Fig. 1: cells coloured by class
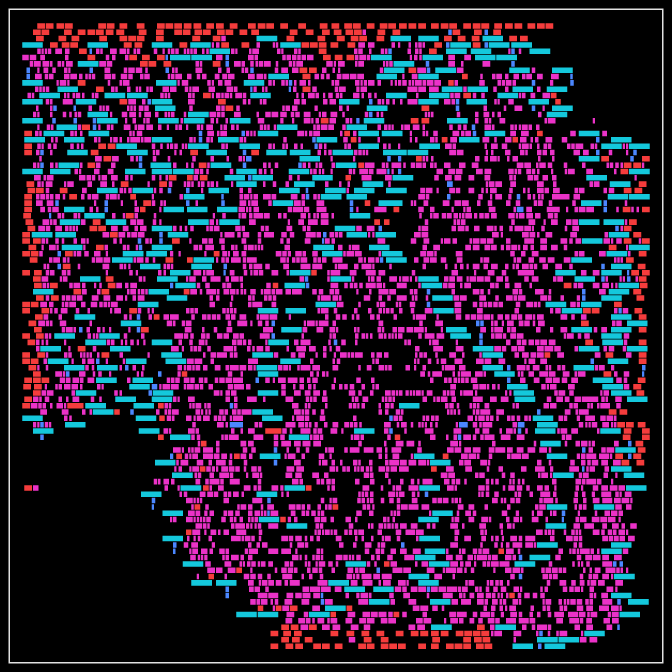
Fig. 2: clock wires, drivers and flops
The bar under the picture is 100 µm long.
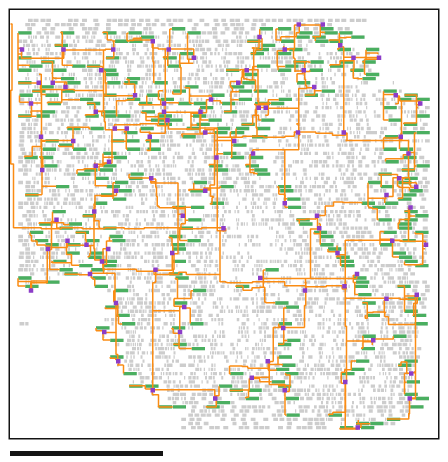
--- src/rtl/mul_sequencer.sv ---
// mul_sequencer: RV64 multiply sequencer that builds a 64x64 product from up to four
// 32x32 partial products on a shared external unsigned multiplier (1-cycle latency).
module mul_sequencer (
   input  logic        clk,
   input  logic        reset,
   input  logic        valid_i,
   input  logic [2:0]  op_i,
   input  logic [63:0] a_i,
   input  logic [63:0] b_i,
   input  logic        flush,
   output logic        ready_o,
   output logic        done_o,
   output logic [63:0] c_o,
   output logic [31:0] m_a,
   output logic [31:0] m_b,
   input  logic [63:0] m_p
);

   localparam logic [2:0] OpMul    = 3'd0;
   localparam logic [2:0] OpMulh   = 3'd1;
   localparam logic [2:0] OpMulhsu = 3'd2;
   localparam logic [2:0] OpMulhu  = 3'd3;
   localparam logic [2:0] OpMulw   = 3'd4;

   typedef enum logic [1:0] {StIdle, StIssue, StDrain, StDone} state_e;

   state_e       state_q, state_d;
   logic [1:0]   slot_q, slot_d;
   logic [2:0]   op_q, op_d;
   logic         sign_q, sign_d;
   logic [63:0]  amag_q, amag_d;
   logic [63:0]  bmag_q, bmag_d;
   logic [127:0] acc_q, acc_d;
   logic         pend_q, pend_d;
   logic [1:0]   pend_slot_q, pend_slot_d;
   logic [63:0]  c_q, c_d;

   logic         accept;
   logic         a_signed, b_signed, a_neg, b_neg;
   logic [63:0]  a_mag, b_mag;
   logic [1:0]   last_slot;
   logic         issuing;
   logic [6:0]   shamt;
   logic [127:0] addend;
   logic [127:0] prod;
   logic [63:0]  res;

   assign ready_o = (state_q == StIdle) || (state_q == StDone);
   assign accept  = valid_i && ready_o && !flush;

   // Operand signedness and magnitudes from the incoming request
   always_comb begin
      a_signed = (op_i == OpMulh) || (op_i == OpMulhsu);
      b_signed = (op_i == OpMulh);
      a_neg    = a_signed && a_i[63];
      b_neg    = b_signed && b_i[63];
      a_mag    = a_neg ? (~a_i + 64'd1) : a_i;
      b_mag    = b_neg ? (~b_i + 64'd1) : b_i;
   end

   // Slot plan per op; MULW keeps one idle slot so its latency stays at four cycles.
   // Reserved ops run four idle slots and produce zero.
   always_comb begin
      last_slot = 2'd3;
      issuing   = 1'b0;
      if (op_q == OpMul) begin
         last_slot = 2'd2;
      end else if (op_q == OpMulw) begin
         last_slot = 2'd1;
      end
      if (state_q == StIssue) begin
         if (op_q == OpMulw) begin
            issuing = (slot_q == 2'd0);
         end else begin
            issuing = (op_q <= OpMulhu);
         end
      end
   end

   // Multiplier operand select; zero whenever no partial product is issued
   always_comb begin
      m_a = 32'd0;
      m_b = 32'd0;
      if (issuing) begin
         unique case (slot_q)
            2'd0: begin m_a = amag_q[31:0];  m_b = bmag_q[31:0];  end
            2'd1: begin m_a = amag_q[63:32]; m_b = bmag_q[31:0];  end
            2'd2: begin m_a = amag_q[31:0];  m_b = bmag_q[63:32]; end
            2'd3: begin m_a = amag_q[63:32]; m_b = bmag_q[63:32]; end
            default: ;
         endcase
      end
   end

   // Shifted returning partial product
   always_comb begin
      unique case (pend_slot_q)
         2'd0:    shamt = 7'd0;
         2'd3:    shamt = 7'd64;
         default: shamt = 7'd32;
      endcase
      addend = {64'd0, m_p} << shamt;
   end

   // Final signed product and per-op result selection
   always_comb begin
      prod = sign_q ? (~acc_q + 128'd1) : acc_q;
      unique case (op_q)
         OpMul:                      res = prod[63:0];
         OpMulh, OpMulhsu, OpMulhu:  res = prod[127:64];
         OpMulw:                     res = {{32{prod[31]}}, prod[31:0]};
         default:                    res = 64'd0;
      endcase
   end

   // flush in the DONE cycle cancels the pulse and leaves c_o at its old value
   assign done_o = (state_q == StDone) && !flush;
   assign c_o    = done_o ? res : c_q;

   // Next-state logic
   always_comb begin
      state_d     = state_q;
      slot_d      = slot_q;
      op_d        = op_q;
      sign_d      = sign_q;
      amag_d      = amag_q;
      bmag_d      = bmag_q;
      acc_d       = acc_q;
      pend_d      = issuing && !flush;
      pend_slot_d = slot_q;
      c_d         = done_o ? res : c_q;

      // A returning product is only counted if its issue was not flushed
      if (pend_q) begin
         acc_d = acc_q + addend;
      end

      unique case (state_q)
         StIdle, StDone: begin
            state_d = StIdle;
         end
         StIssue: begin
            if (slot_q == last_slot) begin
               state_d = StDrain;
            end else begin
               slot_d = slot_q + 2'd1;
            end
         end
         StDrain: begin
            state_d = StDone;
         end
         default: state_d = StIdle;
      endcase

      if (accept) begin
         state_d = StIssue;
         slot_d  = 2'd0;
         op_d    = op_i;
         sign_d  = a_neg ^ b_neg;
         amag_d  = a_mag;
         bmag_d  = b_mag;
         acc_d   = 128'd0;
         pend_d  = 1'b0;
      end

      if (flush) begin
         state_d = StIdle;
         pend_d  = 1'b0;
      end
   end

   // State registers
   always_ff @(posedge clk or posedge reset) begin
      if (reset) begin
         state_q     <= StIdle;
         slot_q      <= 2'd0;
         op_q        <= 3'd0;
         sign_q      <= 1'b0;
         amag_q      <= 64'd0;
         bmag_q      <= 64'd0;
         acc_q       <= 128'd0;
         pend_q      <= 1'b0;
         pend_slot_q <= 2'd0;
         c_q         <= 64'd0;
      end else begin
         state_q     <= state_d;
         slot_q      <= slot_d;
         op_q        <= op_d;
         sign_q      <= sign_d;
         amag_q      <= amag_d;
         bmag_q      <= bmag_d;
         acc_q       <= acc_d;
         pend_q      <= pend_d;
         pend_slot_q <= pend_slot_d;
         c_q         <= c_d;
      end
   end

endmodule

--- config.mk ---
export PLATFORM = sky130hd
export DESIGN_NAME = mul_sequencer
export DESIGN_NICKNAME = d
export VERILOG_FILES = /design/src/rtl/mul_sequencer.sv
export SDC_FILE = /design/constraint.sdc
export NUM_CORES = 2
export LEC_CHECK = 0
export CAP_MARGIN = 20
export CORE_MARGIN = 5
export CORE_UTILIZATION = 40
export CTS_BUF_LIST = sky130_fd_sc_hd__clkbuf_2
export CTS_CLUSTER_SIZE = 24
export DETAILED_ROUTE_END_ITERATION = 12
export SKIP_CTS_REPAIR_TIMING = 1
export SLEW_MARGIN = 10
export SYNTH_ARGS = -nofsm -noshare
export SYNTH_HDL_FRONTEND = slang
export SYNTH_SLANG_ARGS = --single-unit
--- constraint.sdc ---
create_clock -name clk -period 10.69 [get_ports clk]
set_input_delay 2.138 -clock clk [delete_from_list [all_inputs] [get_ports clk]]
set_output_delay 2.138 -clock clk [all_outputs]
set_load 0.05 [all_outputs]
==> CHANGELOG.md <==
## Flow update

- Outcome: completed
- Cell area leaders: dfrtp_1 (28%), nand2_1 (7.0%), o21ai_0 (6.5%)
- Critical Path Fanout Max: 7
- CP arrival: approximately 6.7 ns
- Met2 Use GR: about half
- Well Taps: 959
- Via Count: 30670
- Final net count: roughly 4400
- Clock H-tree levels: 3
- Cell Area, Placed: roughly 33000 µm²
- Multi-input gate share of total cell area: just under 60%
- Type of element launching the critical path: flop
- Slew @ Worst Pin: approximately 1.2 ns
- Worst slew margin: about a fifth
- Largest net degree at the start of global routing: roughly 170
- Post-DP HPWL: 100 mm
- M1 WL: just over 50 mm
- Number of remaining DRC errors: 0
- Crit path buffers/inverters: 1
- Adder Area Share: 5.98%
- WL met3: 10.1 mm
- Final wirelength: roughly 130 mm
- RSZ-0062 raised after global routing: false
- Initial antenna violation count: 6
- Tcrit/Tclk final: about 82%
- Instance count of the mapped netlist: between 3000 and 4000
- Log Warnings: 40
- CTS tree: done
- Req. time, crit path: roughly 8.6 ns
- Synth Seq Share: roughly 28%
- Sw frac: 57.1%
- Top Metal Used: met5
- ANT nets after route: 0
- YS chip area: slightly below 30000 µm²
- Post-Place Cells: approximately 5000
- Clock transition at the registers of the reported paths: about 0.13 ns
- Worst path top cell family by delay: simple AND/OR/NAND/NOR gates
- Min Hold Slack: roughly 0.48 ns
- Sink Count: between 300 and 400
- Critical R2R Launch: pend_slot_q[1]
- Flop area: roughly 8300 µm²
- Reg2reg setup slack: approximately 4.4 ns
- Die Span Y: between 200 and 300 µm
- Dominant cell type by area after synthesis: dfrtp_1
- Tmin final: ~8.8 ns
- Cell with the most instances after synthesis: nand2_1
- Final setup viols: 0
- Max Buffers Root-to-Sink: 3
- Synth flops: approximately 330
- Buffering overhead: ~11%
- DR WL/cell: ~25 µm
- Share of cells above drive strength 1: 6.43%
- Most frequent logic cell in the layout: nand2_1
- Post-synth EDFFs: 0
- Clkbuf count: around 140
- Basic Gates by Area: 22.9%
- GRT Total Usage: 31.1%
- Library cells used by synthesis: about 79
- Mux share: around 3.6%
- Leakage Power: roughly 14 nW
- Sequential power: between 2 and 2.5 mW
- Worst Hold Launch: c_q[58]
- Post-Place Worst Slack: between 2 and 3 ns
- Clock Tree Root: clkbuf_2
- Post-Synth XOR/XNOR Area: 10.4%
- Max stage delay cell, worst path: clkdlybuf4s50_1
- Instance count on the critical path: 10
- Vias per inst: 5.97
- Inverters: 69
- Ys flop type: dfrtp_1
- Worst Setup End Kind: output pin
- Biggest cell delay along the critical path: around 0.91 ns
- Clock-cell share: about 2.5%
- Fillers: 7357
- Compound-Gate Fraction of Synth Area: 24.7%
- Most used cell, CP: or4_1
- Non-clk bufs: roughly 380
- FF+latch count: around 330
- Final Max Slew Viols: 0
- CP cell instances: or4_1 -> nor4_1 -> nand4_1 -> or4_1 -> nand4bb_1 -> or3_1 -> o41ai_1 -> xor2_1 -> o21ai_0 -> clkdlybuf4s50_1
- Vias in the first global route: ~30000
- First-pass GRT wire length: 188 mm
- GRT met1 Usage: roughly two fifths
- Mapped Avg Cell Area: roughly 7.6 µm²
- Die X: 280 µm
- Final setup TNS: 0 ns
- Final hold viol count: 0
- Tot Pwr: just over 10 mW
- Synth top area share: around 28%
- Mapped Area: a little under 30000 µm²
- Most instantiated cells after synthesis: nand2_1 (548), o21ai_0 (378), nor2_1 (371), a21oi_1 (355), dfrtp_1 (331)
- Hold Crit Depth: 2
- I/O Buffers: 328
- Fmax: roughly 110 MHz
- Final setup margin: roughly 1.9 ns
- Largest reg by FF count: acc_q
- Fraction of registers with async set or reset after synthesis: 100%
- Num CTS Buffers: approximately 97
- Register-to-Register Path Depth: 19
- TritonRoute pass-1 iters: 8
- Cell internal pwr: 4.40 mW
- Number of flip-flops in the largest register: ~130
- Combinational logic power: just under 7 mW
- Logic pwr share: between 60% and 70%
- Final std cells w/o fill: between 5000 and 6000
- Area growth syn-to-layout: 17.0%
- Final GP Congestion: about 1.0
- FP Util: 40.2%
- Min-Delay Path Class: reg -> reg
Back to the opening pictures, Fig. 1:
Blue marks clock drivers and dummy loads, cells 170, share of their area 2.6%. Cyan marks sequential cells, cells 331, share of their area 25%. Magenta marks remaining logic cells, cells 3283, share of their area 61%. Red marks remaining buffers and delay cells, cells 384, share of their area 11%.
final core occ: 47.0%
row count: 99
final non-filler cell area: 34200 µm²
Core ar.: 72700 µm²
Seq area share: 24.3%

Back to the opening pictures, Fig. 2:
Green marks flip-flops, count 331. Orange marks clock wires, length 6260 µm. Purple marks clock-net drivers, count 97.
There are 98 routed clock nets. Position of the flops: all over the die.
P_clk: 0.997 mW
clock network fraction of total power: 9.7%
clk_skew: 0.155 ns
clk ins delay skew pair: 1.26 ns

Power figures rest on the tool's default switching activity, not on a simulated workload.
